==> images/zoom.png <==
Region (34, 16) to (59, 41) microns. Cells in gray, sequential cells in the stronger gray; small squares are vias.
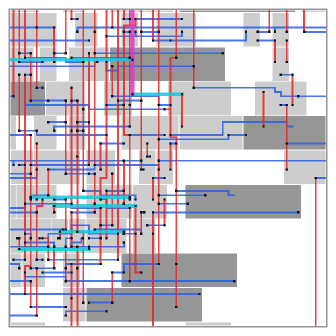
==> images/final_congestion.png <==
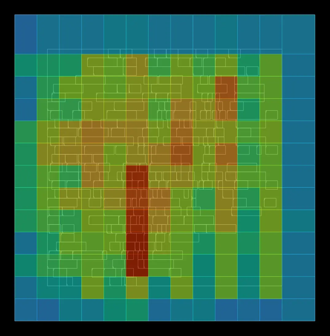
**src/rtl/peridot_i2c_avmbridge.sv**
```systemverilog
// peridot_i2c_avmbridge
// I2C slave transaction controller placed after the peridot_i2c_serial byte
// serializer. It decodes the 7-bit device address, keeps an 8-bit register
// pointer, and turns I2C register writes/reads into single-beat 8-bit
// Avalon-MM master transfers. SCL is stretched in the ACK slot while an
// Avalon transfer is outstanding.
//
// Ports
//   clk, reset_n                 system clock, async active-low reset
//   condi_start / condi_stop     start (or repeated start) / stop pulses
//   done_byte, recieve_bytedata  byte received pulse and its data
//   done_ack, recieve_ackdata    ACK slot finished pulse and sampled ACK (1 = ACK)
//   ackwaitrequest               hold SCL low in the ACK slot
//   send_ackdata                 slave drives ACK in the next ACK slot
//   send_bytedata/_valid         byte the serializer loads at done_ack
//   avm_*                        Avalon-MM master (8-bit address and data)

module peridot_i2c_avmbridge #(
    parameter logic [6:0] DEVICE_ADDRESS = 7'h55
) (
    input  logic       clk,
    input  logic       reset_n,
    input  logic       condi_start,
    input  logic       condi_stop,
    input  logic       done_byte,
    input  logic       done_ack,
    input  logic [7:0] recieve_bytedata,
    input  logic       recieve_ackdata,
    output logic       ackwaitrequest,
    output logic       send_ackdata,
    output logic [7:0] send_bytedata,
    output logic       send_bytedatavalid,
    output logic [7:0] avm_address,
    output logic       avm_write,
    output logic [7:0] avm_writedata,
    output logic       avm_read,
    input  logic [7:0] avm_readdata,
    input  logic       avm_waitrequest
);

    typedef enum logic [2:0] {
        IDLE,
        ADDR,
        PTR,
        WRITE,
        READ,
        IGNORE
    } state_t;

    state_t     state;
    state_t     state_next;
    logic [7:0] pointer;

    logic       bus_done;
    logic       ack_load;
    logic       ack_value;
    logic       valid_clear;
    logic       ptr_load;
    logic       ptr_inc;
    logic       begin_read;
    logic       begin_write;
    logic       abort_stretch;
    logic [7:0] read_address;

    // A transfer finishes in the first cycle the slave drops waitrequest.
    assign bus_done = (avm_read | avm_write) & ~avm_waitrequest;

    // In READ the next fetch targets the incremented pointer, which is
    // written in the same clock as the request.
    assign read_address = (state == READ) ? (pointer + 8'd1) : pointer;

    always_ff @(posedge clk or negedge reset_n) begin
        if (!reset_n) begin
            state <= IDLE;
        end else begin
            state <= state_next;
        end
    end

    // Event decode: start > stop > done_byte > done_ack.
    always_comb begin
        state_next    = state;
        ack_load      = 1'b0;
        ack_value     = 1'b0;
        valid_clear   = 1'b0;
        ptr_load      = 1'b0;
        ptr_inc       = 1'b0;
        begin_read    = 1'b0;
        begin_write   = 1'b0;
        abort_stretch = 1'b0;

        if (condi_start) begin
            state_next    = ADDR;
            abort_stretch = 1'b1;
        end else if (condi_stop) begin
            state_next    = IDLE;
            abort_stretch = 1'b1;
            ack_load      = 1'b1;
            valid_clear   = 1'b1;
        end else if (done_byte) begin
            unique case (state)
                ADDR: begin
                    ack_load = 1'b1;
                    if (recieve_bytedata[7:1] == DEVICE_ADDRESS) begin
                        ack_value = 1'b1;
                        if (recieve_bytedata[0]) begin
                            begin_read = 1'b1;
                            state_next = READ;
                        end else begin
                            state_next = PTR;
                        end
                    end else begin
                        valid_clear = 1'b1;
                        state_next  = IGNORE;
                    end
                end
                PTR: begin
                    ptr_load   = 1'b1;
                    ack_load   = 1'b1;
                    ack_value  = 1'b1;
                    state_next = WRITE;
                end
                WRITE: begin
                    begin_write = 1'b1;
                    ack_load    = 1'b1;
                    ack_value   = 1'b1;
                end
                READ: begin
                    // The master's ACK is not known yet, so always prefetch.
                    ptr_inc    = 1'b1;
                    begin_read = 1'b1;
                    ack_load   = 1'b1;
                end
                IGNORE: begin
                    ack_load    = 1'b1;
                    valid_clear = 1'b1;
                end
                default: begin
                end
            endcase
        end else if (done_ack) begin
            if (state == READ && !recieve_ackdata) begin
                state_next  = IGNORE;
                ack_load    = 1'b1;
                valid_clear = 1'b1;
            end
        end
    end

    // Bus cycle and serializer handshake registers. Later assignments in the
    // block override earlier ones, so an event in the completion cycle wins
    // over the completion's own updates.
    always_ff @(posedge clk or negedge reset_n) begin
        if (!reset_n) begin
            pointer            <= 8'h00;
            ackwaitrequest     <= 1'b0;
            send_ackdata       <= 1'b0;
            send_bytedata      <= 8'h00;
            send_bytedatavalid <= 1'b0;
            avm_address        <= 8'h00;
            avm_write          <= 1'b0;
            avm_writedata      <= 8'h00;
            avm_read           <= 1'b0;
        end else begin
            if (bus_done) begin
                avm_read       <= 1'b0;
                avm_write      <= 1'b0;
                ackwaitrequest <= 1'b0;
                if (avm_read) begin
                    send_bytedata <= avm_readdata;
                    // Data arriving after a stop/start is not offered to the master.
                    if (state_next == READ) begin
                        send_bytedatavalid <= 1'b1;
                    end
                end
                if (avm_write) begin
                    pointer <= pointer + 8'd1;
                end
            end
            // Start/stop releases SCL at once; the Avalon cycle still completes.
            if (abort_stretch) begin
                ackwaitrequest <= 1'b0;
            end
            if (ack_load) begin
                send_ackdata <= ack_value;
            end
            if (valid_clear) begin
                send_bytedatavalid <= 1'b0;
            end
            if (ptr_load) begin
                pointer <= recieve_bytedata;
            end
            if (ptr_inc) begin
                pointer <= pointer + 8'd1;
            end
            if (begin_read) begin
                avm_read       <= 1'b1;
                ackwaitrequest <= 1'b1;
                avm_address    <= read_address;
            end
            if (begin_write) begin
                avm_write      <= 1'b1;
                ackwaitrequest <= 1'b1;
                avm_address    <= pointer;
                avm_writedata  <= recieve_bytedata;
            end
        end
    end

endmodule

```
**config.mk**
```make
export PLATFORM = sky130hd
export DESIGN_NAME = peridot_i2c_avmbridge
export DESIGN_NICKNAME = d
export VERILOG_FILES = /design/src/rtl/peridot_i2c_avmbridge.sv
export SDC_FILE = /design/constraint.sdc
export NUM_CORES = 1
export LEC_CHECK = 0
export CAP_MARGIN = 20
export CORE_AREA = 10 10 83 85
export CTS_CLUSTER_SIZE = 12
export DETAILED_ROUTE_END_ITERATION = 16
export DIE_AREA = 0 0 93 95
export PLACE_DENSITY_LB_ADDON = 0.3
export SETUP_SLACK_MARGIN = 0.05
export SYNTH_ARGS = -nofsm -noshare
export SYNTH_HDL_FRONTEND = slang
export SYNTH_SLANG_ARGS = --single-unit
```
**constraint.sdc**
```tcl
create_clock -name clk -period 6.07 [get_ports clk]
set_clock_uncertainty 0.05 [all_clocks]
set_input_delay 0.9105 -clock clk [delete_from_list [all_inputs] [get_ports clk]]
set_output_delay 0.9105 -clock clk [all_outputs]
set_load 0.01 [all_outputs]
```
==> results.txt <==
run metrics: MUX area fraction=0.162, CTS tree=built, Area growth, synth to finish=33.5%, fp_density=0.387, Power Density=226 nW/um^2, die extent in x=93 microns, Syn Area/Cell=11.2 sq um, Sequential Area=1000 sq um, status=finished, final reports clean, Hold WS=457 ps, power in combinational cells=0.0887 mW, largest net degree at the start of global routing=41, CP Cell Sequence=clkdlybuf4s50_1 -> or3b_1 -> or3_4 -> mux2_4 -> o22a_1, Setup Viol. Count Final=0, CP top delay family=simple AND/OR/NAND/NOR gates, worst r2r path cells=4, GR Util met1=0.134, Dominant comb cell=multiplexers, GR peak layer=met2, Unique cell types=49, total track usage=0.117, Top cell excl fill/tap=clkdlybuf4s50_1, CP arrival=3020 ps, clock-pin slew on the worst setup and hold paths=80 ps, dpl cells=300, crit path max-delay cell type=clkdlybuf4s50_1, share of post-route cells with drive strength above 1=0.174, syn_nets=210, WP buf/inv=1, highest clock rate=347 MHz, dpl cell area=2630 sq um, Critical Path Start=done_byte, final instance area=2760 sq um, combinational power share=0.142, logic area=997 sq um, sequential power share=0.480, largest class=sequential cells, Non-clk invs=8, Worst Setup EP=pointer[3]$_DFFE_PN0P_, Synth Seq Share=0.484, Remaining DRCs=0, Worst-Margin Slew=893 ps, Power Internal=0.480 mW, most frequent cells in the layout=clkdlybuf4s50_1 (51), dfrtp_1 (40), mux2_2 (23), Flop Count=40, cycle use final=0.474, vias per cell=5.24, Synth Cell Area=2070 sq um, routed wl met2=2370 microns, die height=95 microns, ClkCell Share=0.0458, Reg2Reg Launch Point=state[1]$_DFF_PN0_, post-synth top area cell=dfrtp_1, Data buffer area share=0.187, MI comb cells=128, Final Total Pwr=0.623 mW, Main synth FF type=dfrtp_1, final hold violation count=0, H-tree Lvls=2, net switching power=0.143 mW, Final min period=2880 ps
Back to the opening pictures, zoom.png:
color	layer
red	met2
cyan	met3
blue	met1
magenta	met4
cells with their middle in the window	40
netlist names of flops here include	state (2)
sequential cells in the window	5
most frequent	nand2_1 (5), dfrtp_1 (5), nor2_1 (4)

Back to the opening pictures, final_congestion.png:
final core occ: 0.517
global-route track usage on met2: 0.186
met3 usage: 0.0642
wire per inst: 16.3 microns

Power figures rest on the tool's default switching activity, not on a simulated workload.
